**config.mk**
```make
export PLATFORM = sky130hd
export DESIGN_NAME = frame_pixel_reader
export DESIGN_NICKNAME = d
export VERILOG_FILES = /design/src/rtl/frame_pixel_reader.sv
export SDC_FILE = /design/constraint.sdc
export NUM_CORES = 1
export LEC_CHECK = 0
export CORE_AREA = 2 2 120 87
export CTS_BUF_LIST = sky130_fd_sc_hd__clkbuf_2 sky130_fd_sc_hd__clkbuf_4 sky130_fd_sc_hd__clkbuf_8
export DETAILED_ROUTE_END_ITERATION = 12
export DIE_AREA = 0 0 122 89
export GPL_TIMING_DRIVEN = 0
export PLACE_DENSITY = 0.83
export REMOVE_ABC_BUFFERS = 1
export SETUP_SLACK_MARGIN = 0.05
export SKIP_CTS_REPAIR_TIMING = 1
export SYNTH_ARGS = -nofsm -noshare
export SYNTH_HDL_FRONTEND = slang
export SYNTH_SLANG_ARGS = --single-unit
```
**constraint.sdc**
```tcl
create_clock -name pixclk -period 6.4 [get_ports pixclk]
set_clock_uncertainty 0.2 [all_clocks]
set_input_delay 0.96 -clock pixclk [delete_from_list [all_inputs] [get_ports pixclk]]
set_output_delay 0.96 -clock pixclk [all_outputs]
set_load 0.05 [all_outputs]
```
**src/rtl/frame_pixel_reader.sv**
```systemverilog
// frame_pixel_reader: frame RAM word prefetch and LSB-first grey pixel unpacking for the HDMI pixel stream.
module frame_pixel_reader #(
  parameter int WIDTH     = 640,
  parameter int HEIGHT    = 480,
  parameter int ADDR_W    = 17,
  parameter int BASE_ADDR = 0
) (
  input  logic              pixclk,
  input  logic              reset,
  input  logic              frame_start,
  input  logic              de,
  input  logic              pattern_en,
  output logic [ADDR_W-1:0] ram_addr,
  input  logic [31:0]       ram_data,
  output logic [7:0]        grey,
  output logic              grey_valid,
  output logic              frame_done,
  output logic              underrun,
  output logic              overrun
);
  localparam int XW = WIDTH > 1 ? $clog2(WIDTH) : 1;
  localparam int YW = HEIGHT > 1 ? $clog2(HEIGHT) : 1;
  localparam logic [1:0] IDLE = 2'd0, PREFETCH = 2'd1, ACTIVE = 2'd2, DONE = 2'd3;
  localparam logic [ADDR_W-1:0] BASE = ADDR_W'(BASE_ADDR);
  localparam logic [XW-1:0] XMAX = XW'(WIDTH - 1);
  localparam logic [YW-1:0] YMAX = YW'(HEIGHT - 1);

  logic [1:0]        state_q, state_d, pf_q, pf_d, byte_q, byte_d;
  logic [ADDR_W-1:0] addr_q, addr_d;
  logic [31:0]       sh_q, sh_d, nxt_q, nxt_d;
  logic [XW-1:0]     x_q, x_d;
  logic [YW-1:0]     y_q, y_d;
  logic [2:0]        cap_q, cap_d;
  logic [7:0]        grey_q, grey_d;
  logic              gv_q, gv_d, last_q, last_d, fd_q, fd_d, un_q, un_d, ov_q, ov_d;

  always_comb begin
    state_d = state_q;
    pf_d    = pf_q;
    byte_d  = byte_q;
    addr_d  = addr_q;
    sh_d    = sh_q;
    nxt_d   = nxt_q;
    x_d     = x_q;
    y_d     = y_q;
    cap_d   = {cap_q[1:0], 1'b0};
    grey_d  = 8'h00;
    gv_d    = de;
    last_d  = 1'b0;
    fd_d    = last_q;
    un_d    = un_q;
    ov_d    = ov_q;
    // look-ahead word arrives three edges after its address was issued
    if (cap_q[2]) nxt_d = ram_data;
    if (frame_start) begin
      state_d = PREFETCH;
      pf_d    = 2'd0;
      byte_d  = 2'd0;
      addr_d  = BASE;
      x_d     = '0;
      y_d     = '0;
      cap_d   = 3'b000;
      un_d    = de;
      ov_d    = 1'b0;
    end else begin
      case (state_q)
        PREFETCH: begin
          pf_d = pf_q + 2'd1;
          if (pf_q == 2'd0) addr_d = BASE + ADDR_W'(1);
          if (pf_q == 2'd2) sh_d = ram_data;
          if (pf_q == 2'd3) begin
            nxt_d   = ram_data;
            state_d = ACTIVE;
          end
          if (de) un_d = 1'b1;
        end
        ACTIVE: if (de) begin
          grey_d = pattern_en ? 8'(x_q) : sh_q[8*byte_q +: 8];
          byte_d = byte_q + 2'd1;
          if (byte_q == 2'd3) begin
            sh_d     = nxt_q;
            addr_d   = addr_q + ADDR_W'(1);
            cap_d[0] = 1'b1;
          end
          x_d = x_q == XMAX ? '0 : x_q + 1'b1;
          if (x_q == XMAX) begin
            y_d = y_q + 1'b1;
            if (y_q == YMAX) begin
              y_d     = '0;
              state_d = DONE;
              last_d  = 1'b1;
            end
          end
        end
        DONE: if (de) ov_d = 1'b1;
        default: ;
      endcase
    end
  end

  always_ff @(posedge pixclk or negedge reset) begin
    if (!reset) begin
      state_q <= IDLE;
      pf_q    <= 2'd0;
      byte_q  <= 2'd0;
      addr_q  <= BASE;
      sh_q    <= 32'h0;
      nxt_q   <= 32'h0;
      x_q     <= '0;
      y_q     <= '0;
      cap_q   <= 3'b000;
      grey_q  <= 8'h00;
      gv_q    <= 1'b0;
      last_q  <= 1'b0;
      fd_q    <= 1'b0;
      un_q    <= 1'b0;
      ov_q    <= 1'b0;
    end else begin
      state_q <= state_d;
      pf_q    <= pf_d;
      byte_q  <= byte_d;
      addr_q  <= addr_d;
      sh_q    <= sh_d;
      nxt_q   <= nxt_d;
      x_q     <= x_d;
      y_q     <= y_d;
      cap_q   <= cap_d;
      grey_q  <= grey_d;
      gv_q    <= gv_d;
      last_q  <= last_d;
      fd_q    <= fd_d;
      un_q    <= un_d;
      ov_q    <= ov_d;
    end
  end

  assign ram_addr   = addr_q;
  assign grey       = grey_q;
  assign grey_valid = gv_q;
  assign frame_done = fd_q;
  assign underrun   = un_q;
  assign overrun    = ov_q;
endmodule

```
**The metal 1 layer**

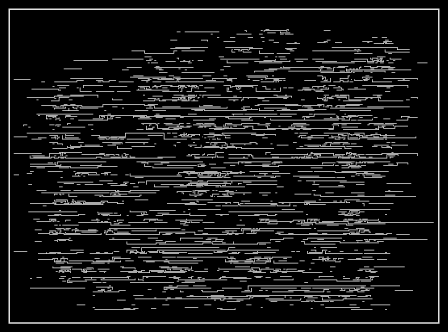
The layer carries 5470 um of wire. The longest straight run is 41.4 um. The layer holds 44% of the routed length. 563 nets have wire on it.

**M2 wires**

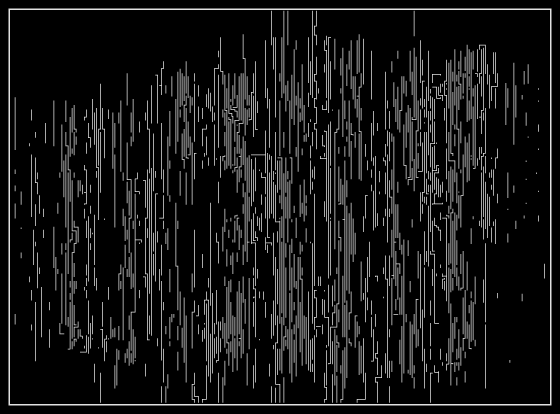
The longest straight run is 37.7 um. The wires run mostly vertical. The layer carries 6010 um of wire. The layer holds 49% of the routed length. 547 nets have wire on it.

==> ci_impl_report.md <==
### Yosys + OpenROAD results

| Metric | Value |
|---|---|
| Status | finished, final reports clean |
| Number of synthesized register bits | 122 |
| Non-clock buffering overhead | 10.8% |
| Clock Path Buffers | 2 |
| WL/cell | 17.0 um |
| Nets | 633 |
| Yosys stat chip area | 5700 um^2 |
| Routability cong. | 0.895 |
| Worst vdd ir | 0.204 mV |
| Initial antenna violation count | 0 |
| Post-route ant nets | 0 |
| Cts bufs inserted | 17 |
| Dominant kind of combinational cell | simple AND/OR/NAND/NOR gates |
| Syn avg cell area | 10.6 um^2 |
| Fraction of area in clock buffers and inverters | 6.48% |
| Top FF cell, synth | dfrtp_1 |
| CP max FO | 33 |
| Final Hold Fails | 0 |
| Worst-path clk slew | 0.07 ns |
| CLK BUF | 21 |
| Xor/xnor share | 1.38% |
| MI comb cells | 371 |
| Die Y | 89 um |
| Worst Hold Path EP | frame_done |
| Flip-flops with a built-in enable | 0 |
| Bufs w/o clock | 69 |
| DRT iter0 DRCs | 391 |
| Fin worst setup slack | 2.90 ns |
| Final Cycle Share | 54.7% |
| Synth Cell Area | 5700 um^2 |
| CTS Sinks | 122 |
| Setup-failing EPs final | 0 |
| Buffers on Ports | 65 |
| Global-route wire length before repair | 20600 um |
| CP Launch Type | input port |
| Crit. Startpoint | frame_start |
| Pwr Density | 323 nW/um^2 |
| Post-synth cell types | 54 |
| Ys async rst share | 100% |
| Tap cells | 128 |
| Die Width | 122 um |
| Critical setup path kind | in2reg |
| Total grt overflow | 0 |
| Worst r2r src | byte_q[0] |
| CTS tree | yes |
| Register area share after synthesis | 53.5% |
| Rows | 30 |
| N_diodes | 0 |
| Largest class | flip-flops and latches |
| Total Power | 2.22 mW |
| Fin. max-slew vios | 0 |
| Placeable Area | 9570 um^2 |
| Latency at later pin | 0.43 ns |
| Slew @ Worst Pin | 1.17 ns |
| Worst Setup End Kind | flop |
| Post-route DRC | 0 |
| Timing-limited maximum frequency | 286 MHz |
| Final instance count without filler cells | 728 |
| Minimum clock period | 3.50 ns |
| Max-slew headroom | 21.4% |
| Iteration count of the initial detailed-routing pass | 5 |
| Area delta synth->final | 20.8% |
| Vias in the first global route | 4307 |
| Storage cell area | 3050 um^2 |
| Design area | 6890 um^2 |
| Die ar. | 10900 um^2 |
| Worst r2r dst | ram_addr[0] |
| Gr usage total | 24.8% |
| R2r worst-path depth | 4 |
| Yosys simple share | 16.5% |
| Unrepaired setup endpoints after global routing | no |
| Comb/total area | 35.7% |
| Lkg Pwr | 2.99 nW |
| Yosys cell count | 538 |
| Clock Tree Root | clkbuf_8 |
| Worst Setup EP | nxt_q[15] |
**M3 wires**

Bar = 20 um. Cells faint in the background.
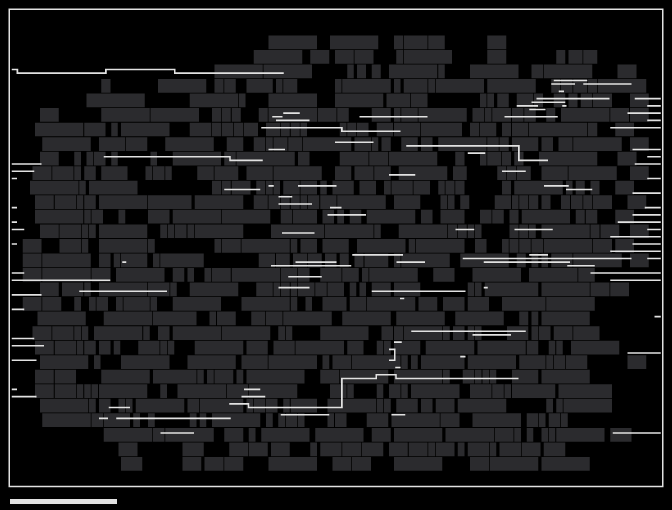
The longest straight run is 31.3 um. The layer holds 6.2% of the routed length. The layer carries 761 um of wire. 81 nets have wire on it.
Detailed Route WL: 12400 um
vias after detailed routing: 4333
met3 GRT Util: 6.82%

## state kept, by name, summed over array words and instances (netlist names)
name        flops
fd_d            1
x_q            10
grey            8
grey_valid      1
underrun        1
byte_q          2
nxt_q          32
overrun         1
frame_done      1
pf_q            2
sh_q           32
cap_q           3
y_q             9
ram_addr       17
state_q         2
## layout by cell type, fill, tap and decap left out, drive strengths merged, types with 8 or more instances in the layout
cell type / netlist / routed
dfrtp: 122 / 122
nand2: 79 / 79
clkdlybuf4s50: 0 / 64
nor2: 59 / 59
a31oi: 36 / 36
mux2: 35 / 35
o21ai: 25 / 25
clkbuf: 13 / 21
a21oi: 19 / 19
or3: 12 / 12
mux2i: 10 / 10
nand3: 9 / 9
inv: 8 / 8
mux4: 8 / 8
## Yosys cell counts, types with 9 or more instances
cell type,n,area share (%)
a21oi_1,19,1.7
a31oi_1,35,3.8
buf_2,14,1.2
clkbuf_1,13,0.86
dfrtp_1,122,54
mux2_2,33,6.5
mux2i_1,10,1.8
nand2_1,78,5.1
nand3_1,9,0.79
nor2_1,58,3.8
o21ai_0,25,2.2
or3_1,12,1.3
## where the power goes
group / leakage (nW) / internal, mW / switching, mW
Combinational: 1.18 / 0.208 / 0.158
Clock: 0.232 / 0.486 / 0.288
Sequential: 1.58 / 0.970 / 0.112
Total: 2.99 / 1.66 / 0.558
## layer usage
layer	up-vias	wire, um	GRT usage, %
met2	160	6010	40.1
met1	2135	5470	32.6
li1	2019	-	-
met3	19	760	6.82
met4	0	134	9.72
met5	-	0	0
## critical path, stage by stage
cell and delay [ns]:
clkdlybuf4s50_1 1.25, inv_1 0.27, a31oi_4 0.51, buf_16 0.24, mux2_2 0.36
Power and IR drop assume default switching activity.
